**Run 1: wiring by layer**

Only two layers are drawn.
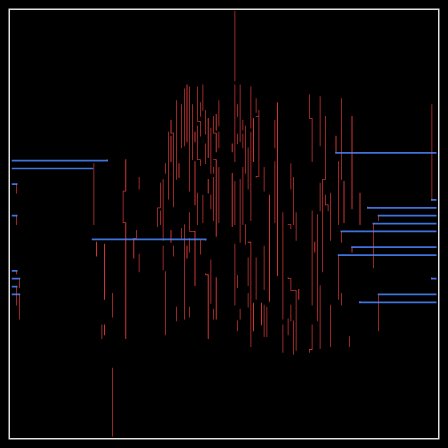
**Run 1: clock wiring as the flow saved it**

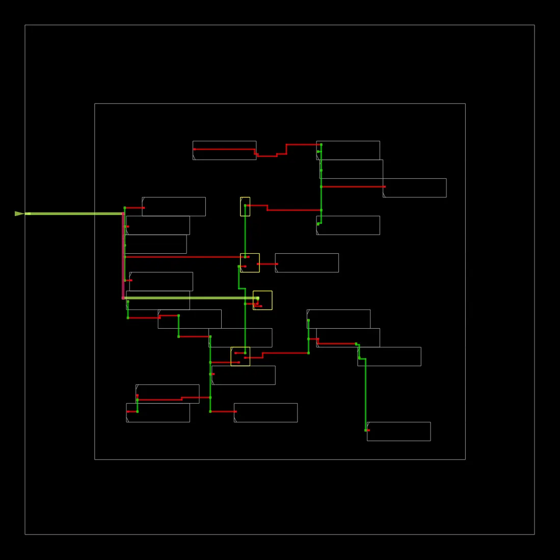
**Run 1: sequential cells grouped by signal name**

Bar = 20 um.
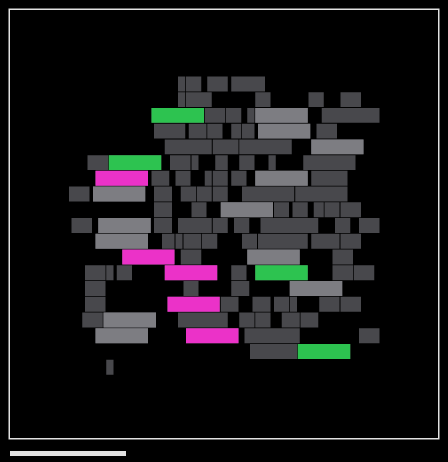
File: config.mk
export PLATFORM = sky130hd
export DESIGN_NAME = write_gray_counter
export DESIGN_NICKNAME = d
export VERILOG_FILES = /design/src/rtl/fifo_pkg.sv /design/src/rtl/ptr_sync_n.sv /design/src/rtl/write_gray_counter.sv
export SDC_FILE = /design/constraint.sdc
export NUM_CORES = 1
export LEC_CHECK = 0
export CORE_MARGIN = 10
export CORE_UTILIZATION = 35
export DETAILED_ROUTE_END_ITERATION = 6
export PLACE_DENSITY = 0.67
export SLEW_MARGIN = 20
export SYNTH_ARGS = -nofsm -noshare
export SYNTH_HDL_FRONTEND = slang
export SYNTH_SLANG_ARGS = --single-unit
File: constraint.sdc
create_clock -name clk -period 2.5 [get_ports clk]
set_input_delay 0.75 -clock clk [delete_from_list [all_inputs] [get_ports clk]]
set_output_delay 0.75 -clock clk [all_outputs]
set_load 0.01 [all_outputs]
File: src/rtl/fifo_pkg.sv
// Shared pointer helpers for the dual-clock FIFO read/write gray counters.
package fifo_pkg;

  localparam int FIFO_ADDR_W = 4;
  localparam int PTR_MAX     = 32;

  typedef logic [FIFO_ADDR_W:0] ptr_t;

  // Functions work on a wide zero-extended vector so any pointer width up to PTR_MAX can use them.
  function automatic logic [PTR_MAX-1:0] bin2gray(input logic [PTR_MAX-1:0] b);
    return b ^ (b >> 1);
  endfunction

  function automatic logic [PTR_MAX-1:0] gray2bin(input logic [PTR_MAX-1:0] g);
    logic [PTR_MAX-1:0] b;
    b = g;
    for (int i = 1; i < PTR_MAX; i++) b = b ^ (g >> i);
    return b;
  endfunction

endpackage

File: src/rtl/ptr_sync_n.sv
// Multi-flop synchronizer for a gray-coded pointer crossing clock domains.
module ptr_sync_n #(
  parameter int WIDTH  = 5,
  parameter int STAGES = 2
) (
  input  logic             clk,
  input  logic             rst,
  input  logic [WIDTH-1:0] i_d,
  output logic [WIDTH-1:0] o_q
);

  logic [WIDTH-1:0] r_sync [STAGES];

  always_ff @(posedge clk or posedge rst) begin
    if (rst) begin
      for (int i = 0; i < STAGES; i++) r_sync[i] <= '0;
    end else begin
      r_sync[0] <= i_d;
      for (int i = 1; i < STAGES; i++) r_sync[i] <= r_sync[i-1];
    end
  end

  assign o_q = r_sync[STAGES-1];

endmodule

File: src/rtl/write_gray_counter.sv
// Write-side binary/gray pointer, full/almost-full flags and write gating for the dual-clock FIFO.
// Optional sticky overflow flag is built only when WGRAY_OVERFLOW_EN is defined.
module write_gray_counter
  import fifo_pkg::*;
#(
  parameter int ADDR_W       = FIFO_ADDR_W,
  parameter int SYNC_STAGES  = 2,
  parameter int AFULL_MARGIN = 2
) (
  input  logic              clk,
  input  logic              rst,
  input  logic              write_enable,
  input  logic [ADDR_W:0]   rgray_async,
  output logic              wr_ack,
  output logic [ADDR_W-1:0] waddr,
  output logic [ADDR_W:0]   wgray,
  output logic              wfull,
  output logic              wafull,
  output logic              woverflow
);

  localparam int PW       = ADDR_W + 1;
  localparam int AFULL_TH = (2 ** ADDR_W) - AFULL_MARGIN;

  logic [ADDR_W:0] r_wbin;
  logic [ADDR_W:0] r_wgray;
  logic            r_wfull;
  logic            r_wafull;

  logic [ADDR_W:0] w_rq2;
  logic [ADDR_W:0] w_rbin;
  logic [ADDR_W:0] w_wbinnext;
  logic [ADDR_W:0] w_wgraynext;
  logic [ADDR_W:0] w_full_cmp;
  logic [ADDR_W:0] w_occ;
  logic            w_inc;

  ptr_sync_n #(
    .WIDTH  (PW),
    .STAGES (SYNC_STAGES)
  ) u_rptr_sync (
    .clk (clk),
    .rst (rst),
    .i_d (rgray_async),
    .o_q (w_rq2)
  );

  assign w_inc       = write_enable & ~r_wfull;
  assign w_wbinnext  = r_wbin + {{ADDR_W{1'b0}}, w_inc};
  assign w_wgraynext = PW'(bin2gray(PTR_MAX'(w_wbinnext)));
  assign w_rbin      = PW'(gray2bin(PTR_MAX'(w_rq2)));
  assign w_occ       = w_wbinnext - w_rbin;
  // Full when the write pointer is exactly one lap ahead of the synced read pointer.
  assign w_full_cmp  = {~w_rq2[ADDR_W:ADDR_W-1], w_rq2[ADDR_W-2:0]};

  always_ff @(posedge clk or posedge rst) begin
    if (rst) begin
      r_wbin   <= '0;
      r_wgray  <= '0;
      r_wfull  <= 1'b0;
      r_wafull <= 1'b0;
    end else begin
      r_wbin   <= w_wbinnext;
      r_wgray  <= w_wgraynext;
      r_wfull  <= (w_wgraynext == w_full_cmp);
      r_wafull <= (w_occ >= PW'(AFULL_TH));
    end
  end

`ifdef WGRAY_OVERFLOW_EN
  logic r_woverflow;

  always_ff @(posedge clk or posedge rst) begin
    if (rst) r_woverflow <= 1'b0;
    else if (write_enable & r_wfull) r_woverflow <= 1'b1;
  end

  assign woverflow = r_woverflow;
`else
  assign woverflow = 1'b0;
`endif

  assign wr_ack = w_inc;
  assign waddr  = r_wbin[ADDR_W-1:0];
  assign wgray  = r_wgray;
  assign wfull  = r_wfull;
  assign wafull = r_wafull;

endmodule

==> job_summary.md, run 1 <==
### Yosys + OpenROAD results

| Metric | Value |
|---|---|
| F_max | 377.3 MHz |
| Max VDD drop | 0.9492 mV |
| Hold Crit Depth | 0 |
| Cell Count, Final, Fillers Out | 145 |
| Tot Pwr | between 2 and 2.5 mW |
| Power in the clock group | roughly 0.16 mW |
| Final worst slack | -0.1504 ns |
| Clock-cell share of area | under 10% |
| Unrepaired setup endpoints after global routing | true |
| Comb pwr share | 66.5% |
| Post-route setup TNS | -0.1504 ns |
| Synth area leaders | dfrtp_1 (52%), xor2_1 (7.7%), ha_1 (7.4%) |
| Worst-path clk slew | 0.12 ns |
| Crit. End Element | flip-flop |
| MUX area fraction | less than 1% |
| First-pass GRT wire length | 3560 um |
| Area figure in the yosys stat output | 1020 um2 |
| Setup slack, reg-to-reg | -0.15 ns |
| Die ar. | 5472 um2 |
| Placed cell areas | roughly 1500 um2 |
| Worst hold slack | 0.3646 ns |
| Drt first pass iters | 2 |
| DR vias/cell | 4.772 |
| Max power group | combinational cells |
| Ys cells | about 75 |
| Failing checks | negative setup slack |
| Post-DR wirelength/cell | 14.26 um |
| Die W | 73.98 um |
| Critical Path Max Stage Delay | around 0.45 ns |
| Top Layout Cells | dfrtp_1 (21), clkdlybuf4s50_1 (18), buf_4 (17) |
| Cell count after synthesis | 75 |
| ANT cells | 0 |
| Commonest Layout Cell | dfrtp_1 |
| Setup violators final | 1 |
| R2R cell count | 9 |
| Comb gates | 46 |
| Outcome | complete, but fails checks |
| Number of global-route vias before repair | 809 |
| YS warnings | 0 |
| Cell Pwr Density | 1364 nW/um2 |
| Int Power | 1.316 mW |
| DRC errors left | 0 |
| MaxCap Viol Count | 0 |
| Combinational gate area | between 500 and 600 um2 |
## Picture notes: 'wiring by layer'
blue -> met3  # wire length 176 um
red -> met2  # wire length 1010 um

## Picture notes: 'clock wiring as the flow saved it'
FFs & Latches: 21
TritonCTS buffer count: 3
CTS Sinks: 21
clk_lat worst skew: 0.29 ns

## Picture notes: 'sequential cells grouped by signal name'
magenta -> u_rptr_sync.o_q  # sequential cells 5
green -> wgray  # sequential cells 4
register area: 525.5 um2
fin util: 54.93%
Seq/total area: 34.40%
sequential power: 0.538 mW

-- run 1: Yosys cell counts (all sizes together) --
library cell,number
inv,7
nor3,1
a21o,2
conb,1
nand3,2
o31ai,2
and2,1
nor3b,2
or4b,1
fa,1
xor3,1
or4,1
buf,1
nor2b,2
ha,6
and4b,1
xnor3,3
nor2,1
mux2i,1
and3,1
nand4,1
dfrtp,21
nor4b,2
xnor2,4
xor2,9
-- run 1: worst register-to-register path, stage by stage (launching register included) --
cell	delay (ns)
dfrtp_1	0.36
xnor3_2	0.45
xor2_2	0.17
xnor2_1	0.14
ha_2	0.19
fa_2	0.38
xor2_2	0.20
nor3b_2	0.17
or4b_1	0.45
nand4_1	0.10
-- run 1: worst max path at each step --
| stage | start | end | cells past startpoint |
|---|---|---|---|
| finish | u_rptr_sync.o_q[2] | wafull | 9 |
| global route | u_rptr_sync.o_q[2] | wafull | 9 |
| CTS | u_rptr_sync.o_q[3] | wafull | 9 |
| detailed placement | write_enable | wafull | 10 |
| global placement | write_enable | wafull | 10 |
| floorplan | write_enable | wafull | 10 |
-- run 1: what timing repair did --
action | in CTS | in global routing
endpoints found under the setup margin | 3 | 1
gates resized | 6 | 1
pin swaps | 8 | 1
setup buffers | 3 | 0
-- run 1: state kept, by name, indices dropped and copies added (netlist names) --
register            flops
r_wbin                  5
wafull                  1
u_rptr_sync.o_q         5
wfull                   1
wgray                   4
u_rptr_sync.r_sync      5
-- run 1: metal layers --
layer	track usage (%)	share of wire, %
met1	9.387	42
met2	13.83	49
met3	2.660	8.5
met4	2.899	0.58
met5	0	0
-- run 1: kinds of logic after synthesis --
family,count (synthesis)
AND-OR/OR-AND,4
flip-flops,21
other,1
buffers and inverters,8
AND/OR/NAND/NOR,16
XOR/XNOR,17
multiplexers,1
adder cells (fa/ha/maj),7
--- run 2 (diff from run 1) ---
SLEW_MARGIN = not set   (was 20)
**Run 2: wiring by layer**

Only two layers are drawn.
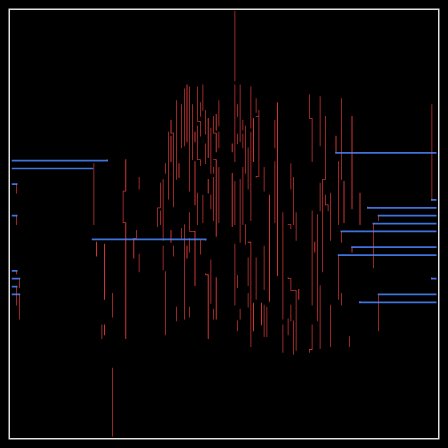
blue -> met3  # wire length 176 um
red -> met2  # wire length 1010 um
total wire length: 2067 um
routed via count: 692
GRT Overall Usage: 8.151%
post-DR wirelength/cell: 14.26 um

==> run 2 against run 1 <==
  * The flow still finishes with violations (negative setup slack)
  * Final area unchanged
  * Die area did not move
  * Register-to-register slack about the same
  * Largest cell class unchanged
==> job_summary.md, run 2 <==
### Yosys + OpenROAD results

| Metric | Value |
|---|---|
| Top Layout Cells | dfrtp_1 (21), clkdlybuf4s50_1 (18), buf_4 (17) |
| First-pass GRT wire length | 3560 um (unchanged) |
| ANT cells | 0 (unchanged) |
| Cell count after synthesis | 75 (unchanged) |
| Drt first pass iters | 2 (unchanged) |
| Max VDD drop | 0.9492 mV (unchanged) |
| MaxCap Viol Count | 0 (unchanged) |
| Area figure in the yosys stat output | 1020 um2 (unchanged) |
| Setup violators final | 1 (unchanged) |
| R2R cell count | 9 (unchanged) |
| Cell Count, Final, Fillers Out | 145 (unchanged) |
| Commonest Layout Cell | dfrtp_1 |
| Worst-path clk slew | 0.12 ns (about the same) |
| Critical Path Max Stage Delay | 0.45 ns (about the same) |
| Failing checks | negative setup slack |
| Hold Crit Depth | 0 (unchanged) |
| CTS Sinks | 21 (unchanged) |
| Placed cell areas | 1456 um2 (unchanged) |
| CP startpoint | u_rptr_sync.o_q[2] |
| Cell Pwr Density | 1364 nW/um2 (unchanged) |
| Synth area leaders | dfrtp_1 (52%), xor2_1 (7.7%), ha_1 (7.4%) |
| Commonest flop | dfrtp_1 |
| Final worst slack | -0.1504 ns (unchanged) |
| Outcome | complete, but fails checks |
| Tot Pwr | 2.084 mW (unchanged) |
| Unrepaired setup endpoints after global routing | true |
**Run 2: sequential cells grouped by signal name**

Bar = 20 um.
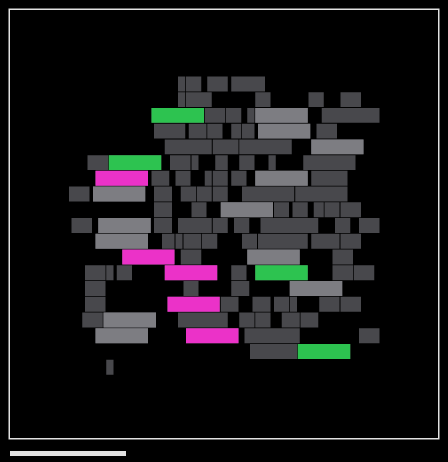
green -> wgray  # sequential cells 4
magenta -> u_rptr_sync.o_q  # sequential cells 5
not colored = 12

-- run 2: metal layers --
layer / wire length (um) / global-route usage [%] / vias to the layer above
met5: 0 / 0 / -
met4: 12 / 2.899 / 0
met3: 176 / 2.660 / 2
met2: 1011 / 13.83 / 19
met1: 868 / 9.387 / 344
li1: - / - / 327
-- run 2: timing repair --
action,in CTS,in global routing
gates resized,6,1
buffers inserted,3,0
setup endpoints to repair,3,1
endpoints found under the hold margin,0,0
pin swaps,8,1
-- run 2: cells by family (layout without fill, tap and decap cells) --
| family | Yosys count | after routing | synth area share [%] |
|---|---|---|---|
| AND-OR/OR-AND | 4 | 4 | 2.944 |
| buffers and inverters | 8 | 47 | 3.314 |
| AND/OR/NAND/NOR | 16 | 16 | 10.92 |
| other | 1 | 1 | 0.3677 |
| XOR/XNOR | 17 | 17 | 20.61 |
| flip-flops | 21 | 21 | 51.53 |
| multiplexers | 1 | 1 | 0.9816 |
| adder cells (fa/ha/maj) | 7 | 7 | 9.325 |
-- run 2: layout make-up --
class                           count  area, um2  share of cell area (%)
Clock buffer                        4      26.28                   1.720
Inverter                            7      26.28                   1.720
Multi-Input combinational cell     46      593.1                   38.82
Sequential cell                    21      525.5                   34.40
Tap cell                           31      38.79                   2.539
Timing Repair Buffer               36      317.8                   20.80
-- run 2: worst max-delay path: cells and delay by family, from the launching register on --
family                   cells  cell delay, ns
XOR/XNOR                     4            0.96
AND/OR/NAND/NOR              3            0.72
adder cells (fa/ha/maj)      2            0.57
flip-flops                   1            0.36
-- run 2: power breakdown --
part / leakage, nW / switching (mW) / internal (mW) / total (mW)
clock: 0.0150 / 0.0979 / 0.0620 / 0.160
sequential: 0.248 / 0.0920 / 0.446 / 0.538
combinational: 0.444 / 0.579 / 0.808 / 1.39
Power figures rest on the tool's default switching activity, not on a simulated workload.
